--- config.mk ---
export PLATFORM = sky130hd
export DESIGN_NAME = lut_bank_loader
export DESIGN_NICKNAME = d
export VERILOG_FILES = /design/src/rtl/lut_pkg.sv /design/src/rtl/lut_neuron_ram.sv /design/src/rtl/lut_bank_loader.sv
export SDC_FILE = /design/constraint.sdc
export NUM_CORES = 2
export LEC_CHECK = 0
export CELL_PAD_IN_SITES_DETAIL_PLACEMENT = 1
export CELL_PAD_IN_SITES_GLOBAL_PLACEMENT = 2
export CORE_MARGIN = 5
export CORE_UTILIZATION = 42
export DETAILED_ROUTE_END_ITERATION = 10
export HOLD_SLACK_MARGIN = 0.12
export PLACE_DENSITY_LB_ADDON = 0.1
export SETUP_SLACK_MARGIN = 0.1
export SYNTH_ARGS = -nofsm -noshare
export SYNTH_HDL_FRONTEND = slang
export SYNTH_HIERARCHICAL = 1
export SYNTH_SLANG_ARGS = --single-unit
--- constraint.sdc ---
create_clock -name clk -period 10.4 [get_ports clk]
set_clock_uncertainty 0.15 [all_clocks]
set_input_delay 1.04 -clock clk [delete_from_list [all_inputs] [get_ports clk]]
set_output_delay 1.04 -clock clk [all_outputs]
set_load 0.01 [all_outputs]
--- src/rtl/lut_pkg.sv ---
// Shared definitions for the runtime-programmable neuron LUT bank.
//
// Contents:
//   IN_BITS / WORD_W  default neuron address width and config word width
//   calc_wpn          config words needed to fill one neuron table
//   calc_total_words  config words needed to fill the whole bank
//   calc_idx_w        width of a word index inside one neuron (minimum 1)
//   state_t           loader FSM states
package lut_pkg;

    localparam int IN_BITS = 6;
    localparam int WORD_W  = 8;

    // WORD_W has to divide the table depth exactly, otherwise the last word
    // of a neuron would spill into the next neuron's table.
    function automatic int calc_wpn(input int in_bits, input int word_w);
        return (1 << in_bits) / word_w;
    endfunction

    function automatic int calc_total_words(input int n_neurons, input int in_bits,
                                            input int word_w);
        return n_neurons * calc_wpn(in_bits, word_w);
    endfunction

    // A neuron filled by a single word still needs a 1-bit index port.
    function automatic int calc_idx_w(input int wpn);
        return (wpn > 1) ? $clog2(wpn) : 1;
    endfunction

    typedef enum logic [1:0] {
        IDLE = 2'd0,
        LOAD = 2'd1,
        RUN  = 2'd2
    } state_t;

endpackage

--- src/rtl/lut_neuron_ram.sv ---
// One neuron's truth table: a 2^IN_BITS x 1 distributed RAM.
//
// Ports:
//   clk    rising-edge clock
//   rst    synchronous active-high reset, clears every table bit
//   we     write enable for one config word
//   widx   which WORD_W-bit slice of the table the word lands in
//   wdata  table bits, bit j goes to entry widx*WORD_W + j
//   raddr  lookup address (unsigned)
//   rdata  asynchronous read of table[raddr]; the parent registers it
module lut_neuron_ram
    import lut_pkg::*;
#(
    parameter int  IN_BITS = lut_pkg::IN_BITS,
    parameter int  WORD_W  = lut_pkg::WORD_W,
    localparam int DEPTH   = 1 << IN_BITS,
    localparam int WIDX_W  = calc_idx_w(calc_wpn(IN_BITS, WORD_W))
) (
    input  logic                clk,
    input  logic                rst,
    input  logic                we,
    input  logic [WIDX_W-1:0]   widx,
    input  logic [WORD_W-1:0]   wdata,
    input  logic [IN_BITS-1:0]  raddr,
    output logic                rdata
);

    logic [DEPTH-1:0] mem;

    // The table is held as one flat vector so a whole config word lands in a
    // single indexed part-select. The reset clear is what lets a bank come
    // up in a known all-zero state without a full load.
    always_ff @(posedge clk) begin
        if (rst) begin
            mem <= '0;
        end else if (we) begin
            mem[int'(widx) * WORD_W +: WORD_W] <= wdata;
        end
    end

    assign rdata = mem[raddr];

endmodule

--- src/rtl/lut_bank_loader.sv ---
// Bank of N_NEURONS runtime-loadable neuron LUTs with a streaming loader.
//
// A table load starts with a cfg_start pulse, then accepts TOTAL_WORDS config
// words over cfg_valid/cfg_ready. Word k fills neuron k/WPN, entries
// (k%WPN)*WORD_W .. +WORD_W-1. After the last word, cfg_done pulses and the
// bank serves one-cycle-latency lookups for a whole layer.
//
// Ports:
//   clk, rst            clock, synchronous active-high reset
//   cfg_start           pulse that begins or restarts a load
//   cfg_valid/ready     config word handshake, cfg_data holds the table bits
//   cfg_done            one-cycle pulse once the last word is written
//   in_valid/ready      lookup request handshake
//   in_data             neuron n address at in_data[n*IN_BITS +: IN_BITS]
//   out_valid/ready     lookup result handshake (single-entry register)
//   out_data            bit n = table_n[address_n]
module lut_bank_loader
    import lut_pkg::*;
#(
    parameter int IN_BITS   = lut_pkg::IN_BITS,
    parameter int N_NEURONS = 16,
    parameter int WORD_W    = lut_pkg::WORD_W
) (
    input  logic                          clk,
    input  logic                          rst,
    input  logic                          cfg_start,
    input  logic                          cfg_valid,
    output logic                          cfg_ready,
    input  logic [WORD_W-1:0]             cfg_data,
    output logic                          cfg_done,
    input  logic                          in_valid,
    output logic                          in_ready,
    input  logic [N_NEURONS*IN_BITS-1:0]  in_data,
    output logic                          out_valid,
    input  logic                          out_ready,
    output logic [N_NEURONS-1:0]          out_data
);

    localparam int WPN         = calc_wpn(IN_BITS, WORD_W);
    localparam int TOTAL_WORDS = calc_total_words(N_NEURONS, IN_BITS, WORD_W);
    localparam int WIDX_W      = calc_idx_w(WPN);
    // One spare bit keeps WPN itself representable when there is one neuron.
    localparam int CNT_W       = $clog2(TOTAL_WORDS + 1);

    localparam logic [CNT_W-1:0] WPN_C  = CNT_W'(WPN);
    localparam logic [CNT_W-1:0] LAST_C = CNT_W'(TOTAL_WORDS - 1);

    state_t              state_q;
    state_t              state_d;
    logic [CNT_W-1:0]    word_cnt;
    logic [CNT_W-1:0]    cnt_d;
    logic                done_d;

    logic                cfg_fire;
    logic                in_fire;
    logic [CNT_W-1:0]    neuron_sel;
    logic [WIDX_W-1:0]   word_idx;
    logic [N_NEURONS-1:0] lookup_bits;

    // Next-state and handshake logic. cfg_ready is masked by cfg_start so a
    // restart always wins over a word offered in the same cycle; that word is
    // simply not accepted. in_ready only depends on the output register, so
    // a lookup can still be taken in the cycle cfg_start arrives in RUN.
    always_comb begin
        state_d   = state_q;
        cnt_d     = word_cnt;
        done_d    = 1'b0;
        cfg_ready = 1'b0;
        in_ready  = 1'b0;
        case (state_q)
            IDLE: begin
                if (cfg_start) begin
                    state_d = LOAD;
                    cnt_d   = '0;
                end
            end
            LOAD: begin
                cfg_ready = !cfg_start;
                if (cfg_start) begin
                    cnt_d = '0;
                end else if (cfg_valid) begin
                    if (word_cnt == LAST_C) begin
                        state_d = RUN;
                        cnt_d   = '0;
                        done_d  = 1'b1;
                    end else begin
                        cnt_d = word_cnt + 1'b1;
                    end
                end
            end
            RUN: begin
                in_ready = !out_valid || out_ready;
                if (cfg_start) begin
                    state_d = LOAD;
                    cnt_d   = '0;
                end
            end
            default: begin
                state_d = IDLE;
                cnt_d   = '0;
            end
        endcase
    end

    // FSM state, word counter and the registered cfg_done pulse.
    always_ff @(posedge clk) begin
        if (rst) begin
            state_q  <= IDLE;
            word_cnt <= '0;
            cfg_done <= 1'b0;
        end else begin
            state_q  <= state_d;
            word_cnt <= cnt_d;
            cfg_done <= done_d;
        end
    end

    assign cfg_fire   = cfg_valid && cfg_ready;
    assign in_fire    = in_valid && in_ready;
    assign neuron_sel = word_cnt / WPN_C;
    assign word_idx   = WIDX_W'(word_cnt % WPN_C);

    // One RAM per neuron; all share the write data and word index, and only
    // the neuron addressed by the current word count gets the write enable.
    for (genvar n = 0; n < N_NEURONS; n++) begin : g_neuron
        lut_neuron_ram #(
            .IN_BITS (IN_BITS),
            .WORD_W  (WORD_W)
        ) u_ram (
            .clk   (clk),
            .rst   (rst),
            .we    (cfg_fire && (neuron_sel == CNT_W'(n))),
            .widx  (word_idx),
            .wdata (cfg_data),
            .raddr (in_data[n*IN_BITS +: IN_BITS]),
            .rdata (lookup_bits[n])
        );
    end

    // Single-entry result register. A held result drains on out_ready in any
    // state, so a lookup in flight when a reload starts is never lost.
    always_ff @(posedge clk) begin
        if (rst) begin
            out_valid <= 1'b0;
            out_data  <= '0;
        end else if (in_fire) begin
            out_valid <= 1'b1;
            out_data  <= lookup_bits;
        end else if (out_ready) begin
            out_valid <= 1'b0;
        end
    end

endmodule

Signal wires by layer:
Two of the layers only.
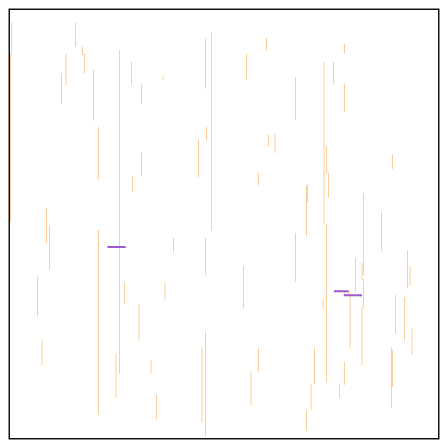
[orange] M4 | wire length: 2,820 microns
[purple] M5 | wire length: 38.6 microns
DRT Wirelength: 164 mm
GR Util All Layers: 0.243

Register map, names as in the netlist:
Other sequential cells in the stronger gray, the rest of the logic in the fainter gray.
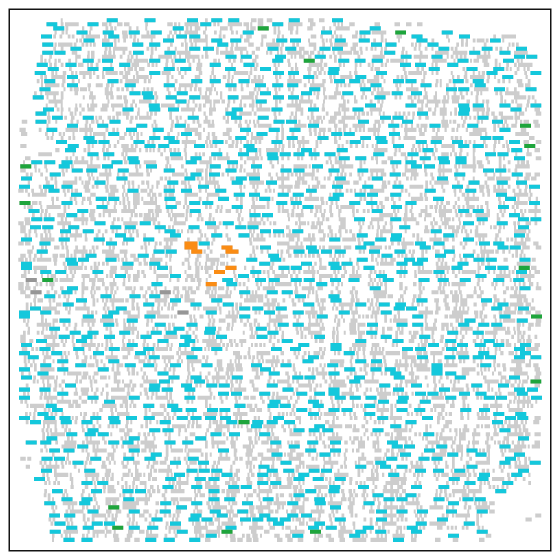
[cyan] `g_neuron.u_ram/mem` | sequential cells: 1,024 | where: all over the die
[orange] `word_cnt` | sequential cells: 8
[green] `out_data` | sequential cells: 16 | where: all over the die
not colored: 4
Flop area: 21,100 sq um
Seq/total area: 0.370
seq pwr: 4.04 mW
final core utilization: 0.462

Port wiring:
Bar = 100 microns.
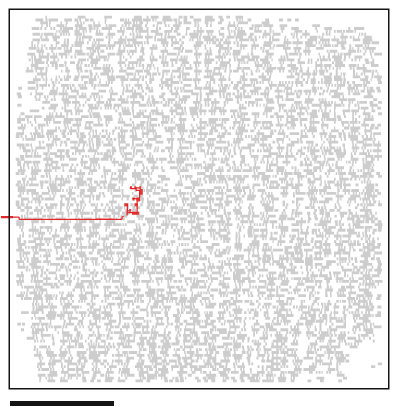
[red] `cfg_start` | direction: input | end cells: 11 | buffers: 1 | wire: 184 microns

The metal 2 layer:
Bar = 100 microns.
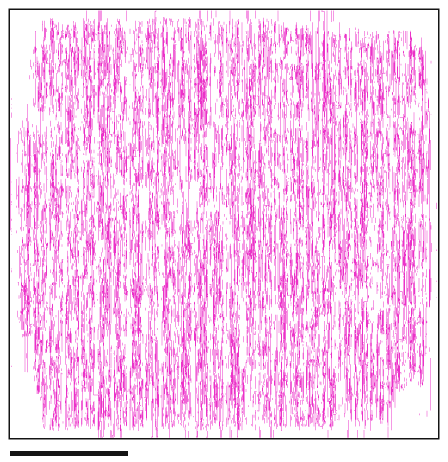
nets with wire on the layer: 4,929
share of all routed wire: 47%
longest straight run: 166 microns
main direction: vertical
wire length on this layer: 77.8 mm

Placed standard cells:
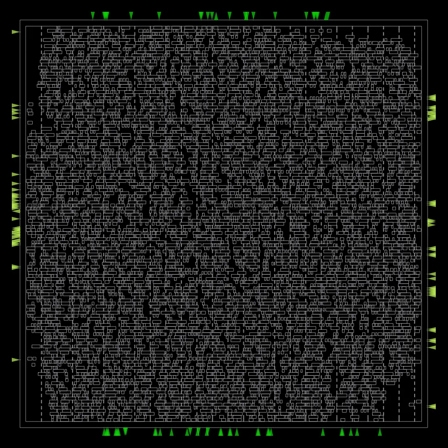
CORE AREA: 123,000 sq um
Row Count: 129
fillcell total: 14,200

==> results.cfg <==
; implementation run metrics
[outcome]
status = finished, final reports clean

[clock_network]
clockBufferDepth = 3
cts.clk_slew.worst_paths_ns = 0.06
ctsResizeCount = 0
hold_buffers = 0
root_buffer = clkbuf_16
htree_levels = 3

[grt]
grt_max_degree = 216
grt_pass1_vias = 44100
grt_antenna_before_repair = 8

[drt]
drtAntennaViolNets = 0
wl_per_cell_microns = 22.1
drc_errors = 0
vias = 43200

[worst_setup_path]
cp_max_fo = 42
reg2regPathDepth = 9
r2r_end = g_neuron[1].u_ram/mem[34]$_SDFFE_PP0P_
cp-endpoint = g_neuron[1].u_ram/mem[34]$_SDFFE_PP0P_
critPathRequiredTime_ns = 10.91
startpoint = word_cnt[1]$_SDFFE_PP0P_

[die]
fp.dieArea_sq_um = 131000
die_h_microns = 362
io_pins = 130

[logic_synthesis]
synth-edff-count = 0
top_area_frac = 0.405
numSynthFlops = 1052
async_reset_ff_frac = 0
yosys_warnings = 6

[timing]
hold_viol_final = 0
fin_ws_ns = 6.01
fmax_ghz = 0.228

[placed_design]
place.gp.congestion = 0.760
pre_cts_slack_ns = 5.55

[final_layout]
final_cell_mix = nand2_1 (1,083), dfxtp_1 (1,049), a21oi_1 (978)
layout_top_cell = nand2_1

[pwr]
p_per_area_nw_per_um2 = 160

[run]
drv_cap = 0
kinds of logic after synthesis:
family,share of synthesized area
adder cells (fa/ha/maj),0.0226
AND/OR/NAND/NOR,0.244
flip-flops,0.405
AND-OR/OR-AND,0.104
XOR/XNOR,0.00101
multiplexers,0.164
buffers and inverters,0.0581
routing by layer:
metal / global-route usage / share of wire
met5: 0 / 0.00023
met4: 0.0558 / 0.017
met3: 0.0307 / 0.034
met2: 0.403 / 0.47
met1: 0.339 / 0.47
report_power, final:
group | internal, mW | switching [mW]
clock network | 2.69 | 1.78
logic | 0.159 | 0.424
registers | 4.03 | 0.00775
state kept, by name (all words and copies together) (netlist names):
| register | flops |
|---|---|
| cfg_done | 1 |
| g_neuron.u_ram/mem | 1024 |
| out_data | 16 |
| out_valid | 1 |
| state_q | 2 |
| word_cnt | 8 |
cell type report:
| class | instances | area [sq um] | share of cell area |
|---|---|---|---|
| diodes | 5 | 12.5 | 0.000219 |
| clock buffers | 190 | 3730 | 0.0654 |
| clock inverters | 33 | 469 | 0.00823 |
| inverters | 50 | 188 | 0.00329 |
| multi-input cells | 4290 | 27900 | 0.489 |
| flip-flops and latches | 1052 | 21100 | 0.370 |
| well taps | 1637 | 2050 | 0.0359 |
| repair buffers | 166 | 1600 | 0.0280 |
worst max-delay path, stage by stage, from the launching register on:
cell     delay [ns]
dfxtp_4        0.85
buf_4          0.49
buf_4          0.37
inv_1          0.11
ha_1           0.22
ha_1           0.49
inv_1          0.18
nor4_1         1.01
nand4_1        0.23
a21oi_1        0.20
Power is estimated from default activity; no workload was simulated.
